--- config.mk ---
export PLATFORM = sky130hd
export DESIGN_NAME = ds_link_tx
export DESIGN_NICKNAME = d
export VERILOG_FILES = /design/src/rtl/ds_link_tx.sv
export SDC_FILE = /design/constraint.sdc
export NUM_CORES = 1
export LEC_CHECK = 0
export CORE_UTILIZATION = 41
export DETAILED_ROUTE_END_ITERATION = 10
export MAX_ROUTING_LAYER = met4
export PLACE_DENSITY = 0.7
export REMOVE_ABC_BUFFERS = 1
export SYNTH_ARGS = -nofsm -noshare
export SYNTH_HDL_FRONTEND = slang
export SYNTH_SLANG_ARGS = --single-unit
--- constraint.sdc ---
create_clock -name clk -period 3.4 [get_ports clk]
set_input_delay 0.51 -clock clk [delete_from_list [all_inputs] [get_ports clk]]
set_output_delay 0.51 -clock clk [all_outputs]
set_load 0.02 [all_outputs]
--- src/rtl/ds_link_tx.sv ---
// IEEE1355 DS-link character transmitter: serialises bytes as parity-protected
// data characters onto a data/strobe pair, filling idle gaps with NULLs.
module ds_link_tx #(
    parameter int unsigned G_LINK_PARITY_IS_ODD = 1,
    parameter int unsigned G_CLK_DIV            = 4
) (
    input  logic       clk,
    input  logic       rst_n,
    input  logic       tx_en,
    input  logic [7:0] tx_data,
    input  logic       tx_valid,
    output logic       tx_ready,
    output logic       d_out,
    output logic       s_out,
    output logic       busy
);

    localparam int unsigned CHAR_W  = 10;
    localparam int unsigned NULL_W  = 8;
    localparam int unsigned SHIFT_W = CHAR_W - 1;
    localparam int unsigned CNT_W   = 4;
    localparam int unsigned DIV_W   = 8;

    localparam logic             ODD        = (G_LINK_PARITY_IS_ODD != 0);
    localparam logic [DIV_W-1:0] DIV_RELOAD = DIV_W'(G_CLK_DIV - 1);

    typedef enum logic [1:0] {
        S_IDLE  = 2'd0,
        S_LOAD  = 2'd1,
        S_SHIFT = 2'd2
    } state_e;

    state_e             state_q, state_d;
    logic [SHIFT_W-1:0] shreg_q, shreg_d;
    logic [CNT_W-1:0]   left_q,  left_d;
    logic [DIV_W-1:0]   div_q,   div_d;
    logic               d_q,     d_d;
    logic               s_q,     s_d;
    logic               busy_q,  busy_d;
    logic               hist_q,  hist_d;

    logic [CHAR_W-1:0]  char_bits;
    logic [CNT_W-1:0]   char_len;
    logic               emit;
    logic               emit_bit;
    logic               p_data;
    logic               p_esc;
    logic               p_fct;

    // hist_q is the XOR of the previous character's data/control bits.
    // The FCT inside a NULL follows ESC control bits 1,1, which cancel.
    assign p_data = ODD ^ hist_q;
    assign p_esc  = ~(ODD ^ hist_q);
    assign p_fct  = ~ODD;

    // Character image, bit 0 is the first bit on the line
    always_comb begin : build_char
        char_bits = '0;
        char_len  = CNT_W'(NULL_W);
        if (tx_valid) begin
            char_bits = {tx_data, 1'b0, p_data};
            char_len  = CNT_W'(CHAR_W);
        end else begin
            char_bits = {2'b00, 3'b001, p_fct, 3'b111, p_esc};
            char_len  = CNT_W'(NULL_W);
        end
    end

    always_comb begin : next_state
        state_d  = state_q;
        shreg_d  = shreg_q;
        left_d   = left_q;
        div_d    = div_q;
        d_d      = d_q;
        s_d      = s_q;
        busy_d   = busy_q;
        hist_d   = hist_q;
        emit     = 1'b0;
        emit_bit = 1'b0;

        case (state_q)
            S_IDLE: begin
                if (tx_en) begin
                    state_d = S_LOAD;
                end
            end

            S_LOAD: begin
                emit     = 1'b1;
                emit_bit = char_bits[0];
                shreg_d  = char_bits[CHAR_W-1:1];
                left_d   = char_len - CNT_W'(1);
                div_d    = DIV_RELOAD;
                busy_d   = 1'b1;
                hist_d   = tx_valid ? (^tx_data) : 1'b0;
                state_d  = S_SHIFT;
            end

            S_SHIFT: begin
                if (div_q != '0) begin
                    div_d = div_q - DIV_W'(1);
                end else if (left_q != '0) begin
                    emit     = 1'b1;
                    emit_bit = shreg_q[0];
                    shreg_d  = {1'b0, shreg_q[SHIFT_W-1:1]};
                    left_d   = left_q - CNT_W'(1);
                    div_d    = DIV_RELOAD;
                end else begin
                    busy_d  = 1'b0;
                    state_d = tx_en ? S_LOAD : S_IDLE;
                end
            end

            default: begin
                state_d = S_IDLE;
            end
        endcase

        // DS encoding: strobe toggles only when the data line does not
        if (emit) begin
            d_d = emit_bit;
            s_d = (emit_bit == d_q) ? ~s_q : s_q;
        end
    end

    always_ff @(posedge clk or negedge rst_n) begin : regs
        if (!rst_n) begin
            state_q <= S_IDLE;
            shreg_q <= '0;
            left_q  <= '0;
            div_q   <= '0;
            d_q     <= 1'b0;
            s_q     <= 1'b0;
            busy_q  <= 1'b0;
            hist_q  <= 1'b0;
        end else begin
            state_q <= state_d;
            shreg_q <= shreg_d;
            left_q  <= left_d;
            div_q   <= div_d;
            d_q     <= d_d;
            s_q     <= s_d;
            busy_q  <= busy_d;
            hist_q  <= hist_d;
        end
    end

    // Accept strobe is only meaningful in the LOAD cycle, where the byte is taken
    assign tx_ready = (state_q == S_LOAD) && tx_valid;
    assign d_out    = d_q;
    assign s_out    = s_q;
    assign busy     = busy_q;

endmodule

Figure 1. Gate families picked out.
(6 px per micron)
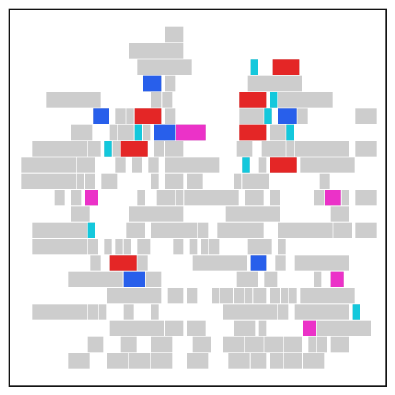
| colour | family | cells | most used |
|---|---|---|---|
| red | adder and majority cells | 7 | ha_1 |
| blue | AND-OR and OR-AND gates | 6 | a32o_1 |
| magenta | AND and OR gates | 5 | and2_1 |
| cyan | inverters | 9 | inv_1 |
most common cell after layout, fill and taps aside: sky130_fd_sc_hd__dfrtp_1
multi-input gate share of total cell area: 44.6%

Figure 2. Metal layers overlaid.
(6 px per micron) Only two layers are drawn.
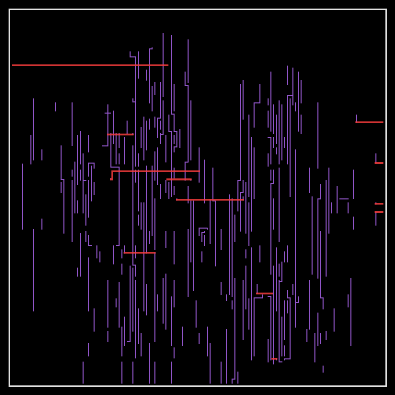
| colour | layer | wire length |
|---|---|---|
| purple | met2 | 1,440 microns |
| red | met3 | 77.0 microns |
final wirelength: 2900 microns
via count: 1,131

Figure 3. Close-up of the layout.
Region (16, 16) to (46, 46) microns. Cells in grey, sequential cells in the stronger grey; small squares are vias.
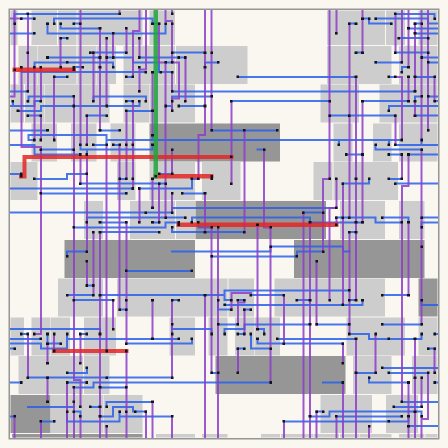
| colour | layer |
|---|---|
| purple | met2 |
| blue | met1 |
| green | met4 |
| red | met3 |
sequential cells in the window: 5
most frequent: nand2_1 (11), ha_1 (5), dfrtp_1 (5)
cells with their middle in the window: 65
netlist names of flops here include: `left_q` (2), `shreg_q` (2)

Figure 4. Routed metal per tile.
(4 px per micron) 13 x 13 tiles, from dark purple (low) to yellow (high), scaled to the fullest tile. Values are wire area over tile area, all layers added.
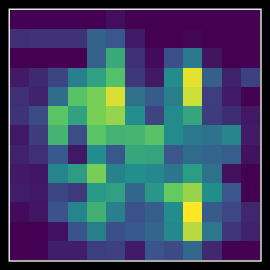
nearly empty tiles: 20%
fullest tile: 0.41
emptiest ninth of the die: north-west
combined global-route utilization of all metal layers: 17.6%
routed wirelength normalized by instance count: 13.6 microns

Figure 5. Placed standard cells.
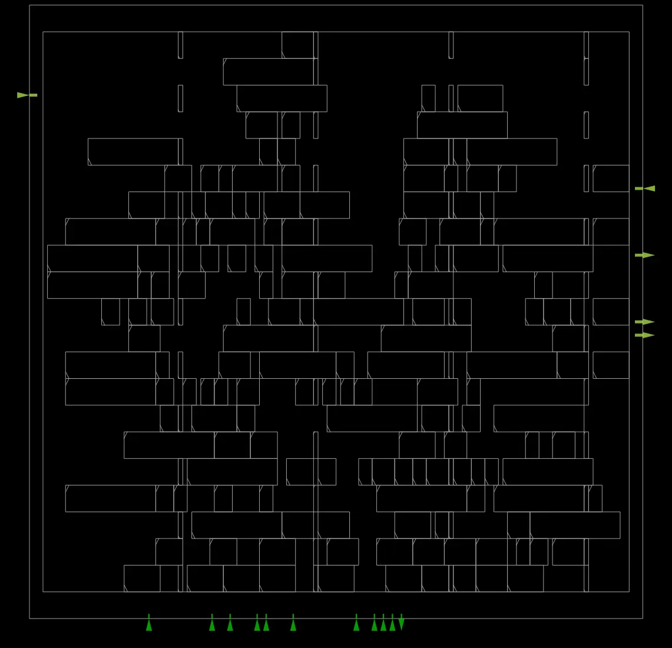
placeable core region: 3420 sq um
total number of sequential cells: 27
Seq area share: 39.3%

==> notes.org <==
#+TITLE: Synthesis and PnR summary

** Clock tree
- The clock tree has to reach 27 sinks.
- In the CTS report, the clock slew at the register clock pins of the worst setup and hold paths is listed as 0.14 ns.
- TritonCTS created 3 clock buffers.
- TritonCTS built the clock tree.
- In this run the number of H-tree levels came out at 1.
- Insertion delay to the later sink of the worst-skew pair :: 0.32 ns
- CTS Buffer Depth :: 2
- After clock tree synthesis, the repair step resized 0 gates.
- Cell chosen for the clock root :: sky130_fd_sc_hd__clkbuf_4
- Post-CTS timing repair inserted 0 buffers for setup.
- Hold_buf cts :: 0

** Routing
- For this run, design rule violations remaining after detail routing come to 0.
- Vias per std cell :: between 5 and 6
- Number of optimization iterations in the first detailed-route pass :: 4
- Antenna violation net count after detailed routing :: 0
- DRC marker count from the first detailed-route iteration :: 39

** Finish
- Sequential cell area :: slightly below 700 sq um
- Ant. Diodes :: 0
- Leaving out buffers and inverters, the combinational logic in the layout accounts for 767 sq um.
- Relative area change from synthesis to final layout :: 14.2%
- Nets :: 187
- Filler cell count :: 309
- Cells with a size suffix above 1 make up 8.38% of the layout.

** Hold path
- Class of the tightest hold or removal check :: flip-flop to flip-flop
- STA lists the startpoint of the worst hold path as s_out.
- Hold analysis shows the worst path with a depth of 1.
- Hold analysis lists the worst path endpoint as s_out.

** Setup path
- Critical path class :: flip-flop to flip-flop
- STA classifies the critical path startpoint as a flip-flop.
- Data on the critical path is required at its endpoint by 3.61 ns.
- STA lists the maximum fanout along the critical path as 25.
- Setup slack on the worst reg-to-reg path comes out at 0.60 ns.
- Critical path endpoint :: div_q[4]
- End of the worst register-to-register path :: div_q[4]
- For the worst reg-to-reg path, the startpoint reported by OpenROAD is state_q[0].
- Cell-by-cell trace of the critical path :: inv_1 -> ha_1 -> inv_1 -> a21oi_2 -> o311ai_0 -> o41ai_1
- Cell mode on critical path :: sky130_fd_sc_hd__inv_1
- Worst path arrival time :: 3.01 ns
- Crit-path max cell delay :: 0.85 ns
- Nature of the critical path endpoint :: flip-flop
- Cell with the largest stage delay on the worst path :: sky130_fd_sc_hd__a21oi_2

** Timing
- Highest clock frequency the design can meet :: 358 MHz
- The worst-case max-slew headroom was logged as 35.5%.
- Setup repair after global routing left no endpoint under its margin.
- Endpoints failing hold :: 0
- Number of max-slew violations in the final report :: 0
- Worst Skew :: between 0.007 and 0.008 ns
- The worst path uses between 80 and 90% of the clock period.
- The worst path needs 2.80 ns of the cycle, external delays included.

** Die
- Number of top-level design ports :: 16
- According to the floorplan report, the die height is ~63 microns.
- Initial standard-cell utilization of the core :: between 40% and 50%
- Placement row count :: 21
- The die is about 63 microns wide.
- Die ar. :: 3910 sq um

** Run status
- Result of the run :: finished clean

** Logic synthesis
- Sequential cells were found to cover between 40% and 50% of the synthesized design area.
- After synthesis, the share of flip-flops with an asynchronous set or reset is 100%.
- Post-synthesis register bit count :: 27
- YS chip area :: 1500 sq um
- In the synthesized netlist, the cells that appear most often are 27 x sky130_fd_sc_hd__dfrtp_1, 22 x sky130_fd_sc_hd__nand2_1, 11 x sky130_fd_sc_hd__o21ai_1.
- Yosys attributes the largest share of cell area to sky130_fd_sc_hd__dfrtp_1 45%, sky130_fd_sc_hd__ha_1 5.8%, sky130_fd_sc_hd__nand2_1 5.5%.
- Yosys printed 0 warnings.
- Post-synthesis area per instance :: between 9 and 10 sq um
- Among all cell types in the netlist, the one instantiated most often is sky130_fd_sc_hd__dfrtp_1.
- The post-synth count of flops with an enable pin is 0.
- The number of cells reported by Yosys stat comes to 152.
- Top flip-flop cell by instance count after synthesis :: sky130_fd_sc_hd__dfrtp_1
- Of all cell types, the one taking the most synthesized area is sky130_fd_sc_hd__dfrtp_1.
- Cell area after synthesis :: 1500 sq um
- After technology mapping, the gate count stands at 152.
- The synthesized design devotes to its leading area cell type 44.9% of total area.

** Power
- Standby leakage power :: 0.722 nW
- Maximum resistive drop on vdd :: 0.000551 V
- Total power consumption of the routed design :: 1.43 mW
- PwrDens :: 830 nW/um^2

** GRT
- Pin count of the biggest net entering global routing :: 28
- The via count of the first global-routing pass was between 1,000 and 1,500.
- Total congestion overflow :: 0
- Global-route wire length before repair :: 5320 microns

** Placement
- Final weighted congestion in routability-driven placement :: around 0.77
- The wire-length estimate of the detail-placed layout is roughly 2200 microns.

** Run
- Number of warnings in the stage logs :: 29
- Max-Cap Viols :: 0
state kept, by name, summed over array words and instances, names as in the netlist:
signal,flops
shreg_q,9
div_q,8
left_q,4
state_q,2
busy,1
d_out,1
hist_q,1
s_out,1
metrics by stage:
| step | utilization, % | std cells | worst slack (ns) | instance area, sq um | hold WS (ns) |
|---|---|---|---|---|---|
| final | 50.3 | 213 | 0.605 | 1720 | 0.476 |
| after global routing | 50.3 | 213 | 0.280 | 1720 | 0.509 |
| after CTS | 50.3 | 213 | 0.620 | 1720 | 0.478 |
| after detailed placement | 49.5 | 209 | 0.647 | 1690 | 0.457 |
| after global placement | 49.5 | 209 | 0.809 | 1690 | 0.457 |
| after floorplan | - | 147 | 1.19 | 1480 | 0.214 |
cell usage in the layout (no fill, tap or decap), types with 2 or more instances in the layout:
cell,synthesis,final
sky130_fd_sc_hd__a21oi_2,2,2
sky130_fd_sc_hd__mux2_2,2,2
sky130_fd_sc_hd__nor3_1,4,4
sky130_fd_sc_hd__o311ai_0,2,2
sky130_fd_sc_hd__a32o_1,2,2
sky130_fd_sc_hd__a21oi_1,3,3
sky130_fd_sc_hd__clkdlybuf4s50_1,0,15
sky130_fd_sc_hd__o22ai_1,3,3
sky130_fd_sc_hd__dfrtp_1,27,27
sky130_fd_sc_hd__nor4_4,2,2
sky130_fd_sc_hd__xor2_1,3,3
sky130_fd_sc_hd__a22oi_1,4,4
sky130_fd_sc_hd__ha_1,7,7
sky130_fd_sc_hd__nor2b_1,2,2
sky130_fd_sc_hd__nand3_1,5,5
sky130_fd_sc_hd__o21ai_1,11,11
sky130_fd_sc_hd__o41ai_1,2,2
sky130_fd_sc_hd__nor2_1,4,4
sky130_fd_sc_hd__inv_1,9,9
sky130_fd_sc_hd__nand2_1,22,22
sky130_fd_sc_hd__o21ai_0,7,7
sky130_fd_sc_hd__xnor2_1,8,8
sky130_fd_sc_hd__clkbuf_4,0,3
sky130_fd_sc_hd__and2_1,2,2
critical path: cells and delay by family (launching register included):
kind	cells	cell delay, ns
compound gates	3	1.30
flops	1	0.45
buf+inv	2	0.45
fa+ha+maj	1	0.49
where the power goes:
group | switching [mW] | internal (mW) | total (mW)
sequential | 0.130 | 0.466 | 0.596
combinational | 0.402 | 0.294 | 0.696
clock | 0.0879 | 0.0459 | 0.134
total | 0.620 | 0.806 | 1.43
area by class of cell:
| type | count | area share (%) |
|---|---|---|
| Multi-Input combinational cell | 111 | 44.6 |
| Sequential cell | 27 | 39.3 |
| Timing Repair Buffer | 16 | 9.18 |
| Tap cell | 46 | 3.35 |
| Inverter | 9 | 1.97 |
| Clock buffer | 4 | 1.53 |
kinds of logic after synthesis:
logic type | Yosys count | share of synthesized area [%]
XOR/XNOR | 11 | 6.41
AND/OR/NAND/NOR | 47 | 17.6
multiplexers | 4 | 2.91
flip-flops | 27 | 44.9
AND-OR/OR-AND | 42 | 18.2
adder cells (fa/ha/maj) | 7 | 5.82
buffers and inverters | 14 | 4.08
per-layer routing:
metal,part of all wire (%),vias to the layer above,global-route usage (%)
li1,-,572,-
met1,47,538,21.3
met2,50,17,29.3
met3,2.7,4,4.20
met4,1.0,0,4.65
met5,0,-,-
Power is estimated from default activity; no workload was simulated.
